io_fan.png
Scale: 6 px per um.
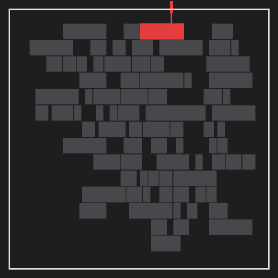
sizes.png
Scale: 12 px per um.
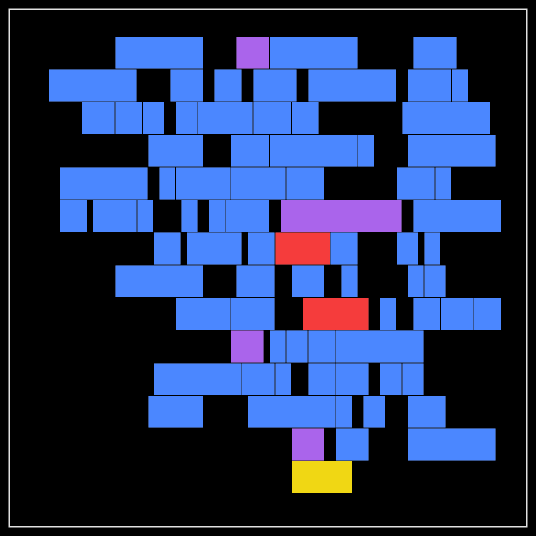
### src/rtl/parking_lane_arbiter_if.sv
// Signal bundle between the shared-lane arbiter and its surroundings:
// car requests, pass sensor and counter status in, barrier controls and
// counter strobes out.
interface parking_lane_arbiter_if;
    logic ENTRY_req;
    logic EXIT_req;
    logic PASS_sensor;
    logic FULL;
    logic EMPTY;
    logic ENTRY_gate;
    logic EXIT_gate;
    logic ENTRY_pulse;
    logic EXIT_pulse;
    logic ENTRY_denied;
    logic TIMEOUT;
    logic BUSY;

    // Environment side: drives requests/sensors/counter status, observes the lane.
    modport master (
        output ENTRY_req, EXIT_req, PASS_sensor, FULL, EMPTY,
        input  ENTRY_gate, EXIT_gate, ENTRY_pulse, EXIT_pulse,
               ENTRY_denied, TIMEOUT, BUSY
    );

    // Arbiter side.
    modport slave (
        input  ENTRY_req, EXIT_req, PASS_sensor, FULL, EMPTY,
        output ENTRY_gate, EXIT_gate, ENTRY_pulse, EXIT_pulse,
               ENTRY_denied, TIMEOUT, BUSY
    );
endinterface

### src/rtl/parking_lane_arbiter.sv
// Single-lane ramp arbiter: grants the shared lane to one direction at a
// time, holds the gate open until the car passes or the open window expires,
// strobes the occupancy counter on a real pass, then keeps both barriers
// closed for a short guard interval before arbitrating again.
module parking_lane_arbiter #(
    parameter int OPEN_CYCLES  = 8,
    parameter int CLEAR_CYCLES = 2
) (
    input  logic CLK,
    input  logic RESET,
    parking_lane_arbiter_if.slave lane
);

    localparam int TW = (OPEN_CYCLES  > 2) ? $clog2(OPEN_CYCLES)  : 1;
    localparam int GW = (CLEAR_CYCLES > 2) ? $clog2(CLEAR_CYCLES) : 1;

    typedef enum logic [1:0] {
        IDLE,
        ENTRY_OPEN,
        EXIT_OPEN,
        GUARD
    } state_t;

    typedef enum logic {
        GRANT_ENTRY,
        GRANT_EXIT
    } side_t;

    state_t        state;
    side_t         last_grant;
    logic [TW-1:0] timer;
    logic [GW-1:0] guard_cnt;

    logic entry_gate_q;
    logic exit_gate_q;
    logic entry_pulse_q;
    logic exit_pulse_q;
    logic entry_denied_q;
    logic timeout_q;
    logic busy_q;

    logic ent_v;
    logic ext_v;
    logic grant_entry;
    logic grant_exit;

    // Qualify requests against counter status and resolve ties round-robin.
    always_comb begin
        ent_v       = lane.ENTRY_req & ~lane.FULL;
        ext_v       = lane.EXIT_req  & ~lane.EMPTY;
        grant_entry = ent_v & (~ext_v | (last_grant == GRANT_EXIT));
        grant_exit  = ext_v & ~grant_entry;
    end

    // Lane controller: state, timers, round-robin memory and all registered outputs.
    always_ff @(posedge CLK) begin
        if (!RESET) begin
            state          <= IDLE;
            last_grant     <= GRANT_EXIT;
            timer          <= '0;
            guard_cnt      <= '0;
            entry_gate_q   <= 1'b0;
            exit_gate_q    <= 1'b0;
            entry_pulse_q  <= 1'b0;
            exit_pulse_q   <= 1'b0;
            entry_denied_q <= 1'b0;
            timeout_q      <= 1'b0;
            busy_q         <= 1'b0;
        end else begin
            entry_pulse_q  <= 1'b0;
            exit_pulse_q   <= 1'b0;
            timeout_q      <= 1'b0;
            entry_denied_q <= 1'b0;

            case (state)
                IDLE: begin
                    entry_denied_q <= lane.ENTRY_req & lane.FULL;
                    if (grant_entry) begin
                        state        <= ENTRY_OPEN;
                        entry_gate_q <= 1'b1;
                        busy_q       <= 1'b1;
                        timer        <= '0;
                        last_grant   <= GRANT_ENTRY;
                    end else if (grant_exit) begin
                        state        <= EXIT_OPEN;
                        exit_gate_q  <= 1'b1;
                        busy_q       <= 1'b1;
                        timer        <= '0;
                        last_grant   <= GRANT_EXIT;
                    end
                end

                ENTRY_OPEN, EXIT_OPEN: begin
                    if (lane.PASS_sensor) begin
                        state         <= GUARD;
                        guard_cnt     <= '0;
                        entry_gate_q  <= 1'b0;
                        exit_gate_q   <= 1'b0;
                        entry_pulse_q <= (state == ENTRY_OPEN);
                        exit_pulse_q  <= (state == EXIT_OPEN);
                    end else if (timer == TW'(OPEN_CYCLES - 1)) begin
                        state         <= GUARD;
                        guard_cnt     <= '0;
                        entry_gate_q  <= 1'b0;
                        exit_gate_q   <= 1'b0;
                        timeout_q     <= 1'b1;
                    end else begin
                        timer <= timer + 1'b1;
                    end
                end

                GUARD: begin
                    if (guard_cnt == GW'(CLEAR_CYCLES - 1)) begin
                        state  <= IDLE;
                        busy_q <= 1'b0;
                    end else begin
                        guard_cnt <= guard_cnt + 1'b1;
                    end
                end

                default: begin
                    state        <= IDLE;
                    entry_gate_q <= 1'b0;
                    exit_gate_q  <= 1'b0;
                    busy_q       <= 1'b0;
                end
            endcase
        end
    end

    assign lane.ENTRY_gate   = entry_gate_q;
    assign lane.EXIT_gate    = exit_gate_q;
    assign lane.ENTRY_pulse  = entry_pulse_q;
    assign lane.EXIT_pulse   = exit_pulse_q;
    assign lane.ENTRY_denied = entry_denied_q;
    assign lane.TIMEOUT      = timeout_q;
    assign lane.BUSY         = busy_q;

endmodule
### src/flat_wrapper.sv
// flat-port wrapper written by rule: the top's interface ports become plain ports
module parking_lane_arbiter_flat 
#(
    parameter int OPEN_CYCLES  = 8,
    parameter int CLEAR_CYCLES = 2
)
  (CLK, RESET, lane_ENTRY_req, lane_EXIT_req, lane_PASS_sensor, lane_FULL, lane_EMPTY, lane_ENTRY_gate, lane_EXIT_gate, lane_ENTRY_pulse, lane_EXIT_pulse, lane_ENTRY_denied, lane_TIMEOUT, lane_BUSY);
  parking_lane_arbiter_if lane_i ();
  input  logic CLK;
  input  logic RESET;
  input wire logic [$bits(lane_i.ENTRY_req)-1:0] lane_ENTRY_req;
  input wire logic [$bits(lane_i.EXIT_req)-1:0] lane_EXIT_req;
  input wire logic [$bits(lane_i.PASS_sensor)-1:0] lane_PASS_sensor;
  input wire logic [$bits(lane_i.FULL)-1:0] lane_FULL;
  input wire logic [$bits(lane_i.EMPTY)-1:0] lane_EMPTY;
  output wire logic [$bits(lane_i.ENTRY_gate)-1:0] lane_ENTRY_gate;
  output wire logic [$bits(lane_i.EXIT_gate)-1:0] lane_EXIT_gate;
  output wire logic [$bits(lane_i.ENTRY_pulse)-1:0] lane_ENTRY_pulse;
  output wire logic [$bits(lane_i.EXIT_pulse)-1:0] lane_EXIT_pulse;
  output wire logic [$bits(lane_i.ENTRY_denied)-1:0] lane_ENTRY_denied;
  output wire logic [$bits(lane_i.TIMEOUT)-1:0] lane_TIMEOUT;
  output wire logic [$bits(lane_i.BUSY)-1:0] lane_BUSY;
  assign lane_i.ENTRY_req = lane_ENTRY_req;
  assign lane_i.EXIT_req = lane_EXIT_req;
  assign lane_i.PASS_sensor = lane_PASS_sensor;
  assign lane_i.FULL = lane_FULL;
  assign lane_i.EMPTY = lane_EMPTY;
  assign lane_ENTRY_gate = lane_i.ENTRY_gate;
  assign lane_EXIT_gate = lane_i.EXIT_gate;
  assign lane_ENTRY_pulse = lane_i.ENTRY_pulse;
  assign lane_EXIT_pulse = lane_i.EXIT_pulse;
  assign lane_ENTRY_denied = lane_i.ENTRY_denied;
  assign lane_TIMEOUT = lane_i.TIMEOUT;
  assign lane_BUSY = lane_i.BUSY;
  parking_lane_arbiter #(.OPEN_CYCLES(OPEN_CYCLES), .CLEAR_CYCLES(CLEAR_CYCLES)) u_core (.CLK(CLK), .RESET(RESET), .lane(lane_i));
endmodule
### config.mk
export PLATFORM = sky130hd
export DESIGN_NAME = parking_lane_arbiter_flat
export DESIGN_NICKNAME = d
export VERILOG_FILES = /design/src/rtl/parking_lane_arbiter_if.sv /design/src/rtl/parking_lane_arbiter.sv /design/src/flat_wrapper.sv
export SDC_FILE = /design/constraint.sdc
export NUM_CORES = 1
export LEC_CHECK = 0
export ABC_AREA = 0
export ABC_CLOCK_PERIOD_IN_PS = 2450
export CORE_MARGIN = 2
export CORE_UTILIZATION = 50
export DETAILED_ROUTE_END_ITERATION = 16
export DONT_BUFFER_PORTS = 1
export GPL_TIMING_DRIVEN = 1
export PLACE_DENSITY = 0.74
export SYNTH_ARGS = -nofsm -noshare
export SYNTH_HDL_FRONTEND = slang
export SYNTH_SLANG_ARGS = --single-unit
### constraint.sdc
create_clock -name CLK -period 2.45 [get_ports CLK]
set_clock_uncertainty 0.1 [all_clocks]
set_input_delay 0.6125 -clock CLK [delete_from_list [all_inputs] [get_ports CLK]]
set_output_delay 0.6125 -clock CLK [all_outputs]
set_load 0.05 [all_outputs]
==> notes.md <==
The full implementation flow was run.

The switching fraction of total power stands at 41.5%. The number of instances on the worst hold path stands at 1. The synthesis-to-finish area growth stands at 5.92%.

After detailed routing, the wire length on met1 is 590 um. Setup repair after global routing left no endpoint under its margin. Grouping stages by cell kind, the critical path spends the most delay in simple AND/OR/NAND/NOR gates.

The number of antenna diodes in the final layout is 0. Setup slack closes at 0.425 ns. After detailed routing, the number of remaining DRC violations is 0. For this run, the leading register cell type out of synthesis is sky130_fd_sc_hd__dfxtp_1. The cell-mix breakdown from Yosys lists the simple-gate area share as 22.2%. The delay of the slowest critical-path stage stands at 0.42 ns. The layout net count stands at 95. According to the timing report, the critical path is launched from u_core.state[0]. Power attributed to sequential cells is 0.000373 W. Sequential elements use 36.8% of the synthesized area. STA classifies the critical path endpoint as a register. The clock network is responsible for 18.5% of the overall power. In the synthesized netlist, mux cells make up 5.26% of the area. The launch point of the worst register-to-register path is recorded as u_core.state[0]. In the final layout, the fill cell count is 137.

The wire length of the first global-routing pass stands at 2350 um. Grouping non-sequential cells by family puts the most area in simple AND/OR/NAND/NOR gates. The pre-CTS setup check shows a worst slack of 0.432 ns. The critical path's slowest stage uses the library cell sky130_fd_sc_hd__ha_1.

The cell total in the yosys stat output stands at 78. In this run the most used layer during global routing was met2. The largest fanout on the critical path stands at 10. The count of inverters other than clock inverters in the layout stands at 6. The number of signal-net buffers in the layout stands at 0. The run finished with clean final reports.

In this run the most critical hold path is launched from RESET. The global routing met3 resource utilization stands at 5.96%. Per the OpenROAD floorplan log, the width of the die is 43.0 um. Ranked by power, first place goes to registers. The worst-margin pin slew stands at 0.531 ns. The number of instances in the synthesized netlist stands at 78. The number of clock sinks came to 14. The commonest cells after synthesis are sky130_fd_sc_hd__dfxtp_1 (14), sky130_fd_sc_hd__ha_1 (7), sky130_fd_sc_hd__inv_1 (6).

The number of DRC violations after detailed-routing iteration 0 stands at 3. The clock network power reported by the tool is 0.000167 W. The clock network area share stands at 4.50%. The synthesized area divided by synthesized cell count stands at 9.75 um2. The highest metal layer carrying signal wires in the routed design is met4. The number of well-tap cells placed stands at 16.
About io_fan.png:
Red marks lane_ENTRY_pulse, bits 1, direction output, edge top, end cells 1, buffers 0, wire 4.30 um.
quantity of I/O buffers inserted on ports: 0
I/O pin count: 14

About sizes.png:
Yellow marks _6 and larger, cells 1, share 1.3%, most used clkbuf_8. Blue marks _0 and _1 cells, cells 73, share 91%, most used dfxtp_1. Red marks _2 cells, cells 2, share 2.5%. Purple marks _3 and _4 cells, cells 4, share 5.0%, most used clkbuf_4.

## through the flow
step,total power (W),utilization [%],cell area [um2],instances
floorplan,0.000689,-,761,78
global placement,0.000733,52.3,769,92
detailed placement,0.000743,52.3,769,92
CTS,0.000915,54.8,806,96
global route,0.000979,54.8,806,96
finish,0.000904,54.8,806,96
## worst register-to-register path, cell delays in order, from the launching register on
cell and delay (ns):
sky130_fd_sc_hd__dfxtp_1 0.39, sky130_fd_sc_hd__inv_1 0.10, sky130_fd_sc_hd__ha_1 0.42, sky130_fd_sc_hd__or3b_1 0.41
sky130_fd_sc_hd__a32oi_4 0.24, sky130_fd_sc_hd__mux2i_1 0.21, sky130_fd_sc_hd__nor2b_1 0.05
Power and IR drop assume default switching activity.
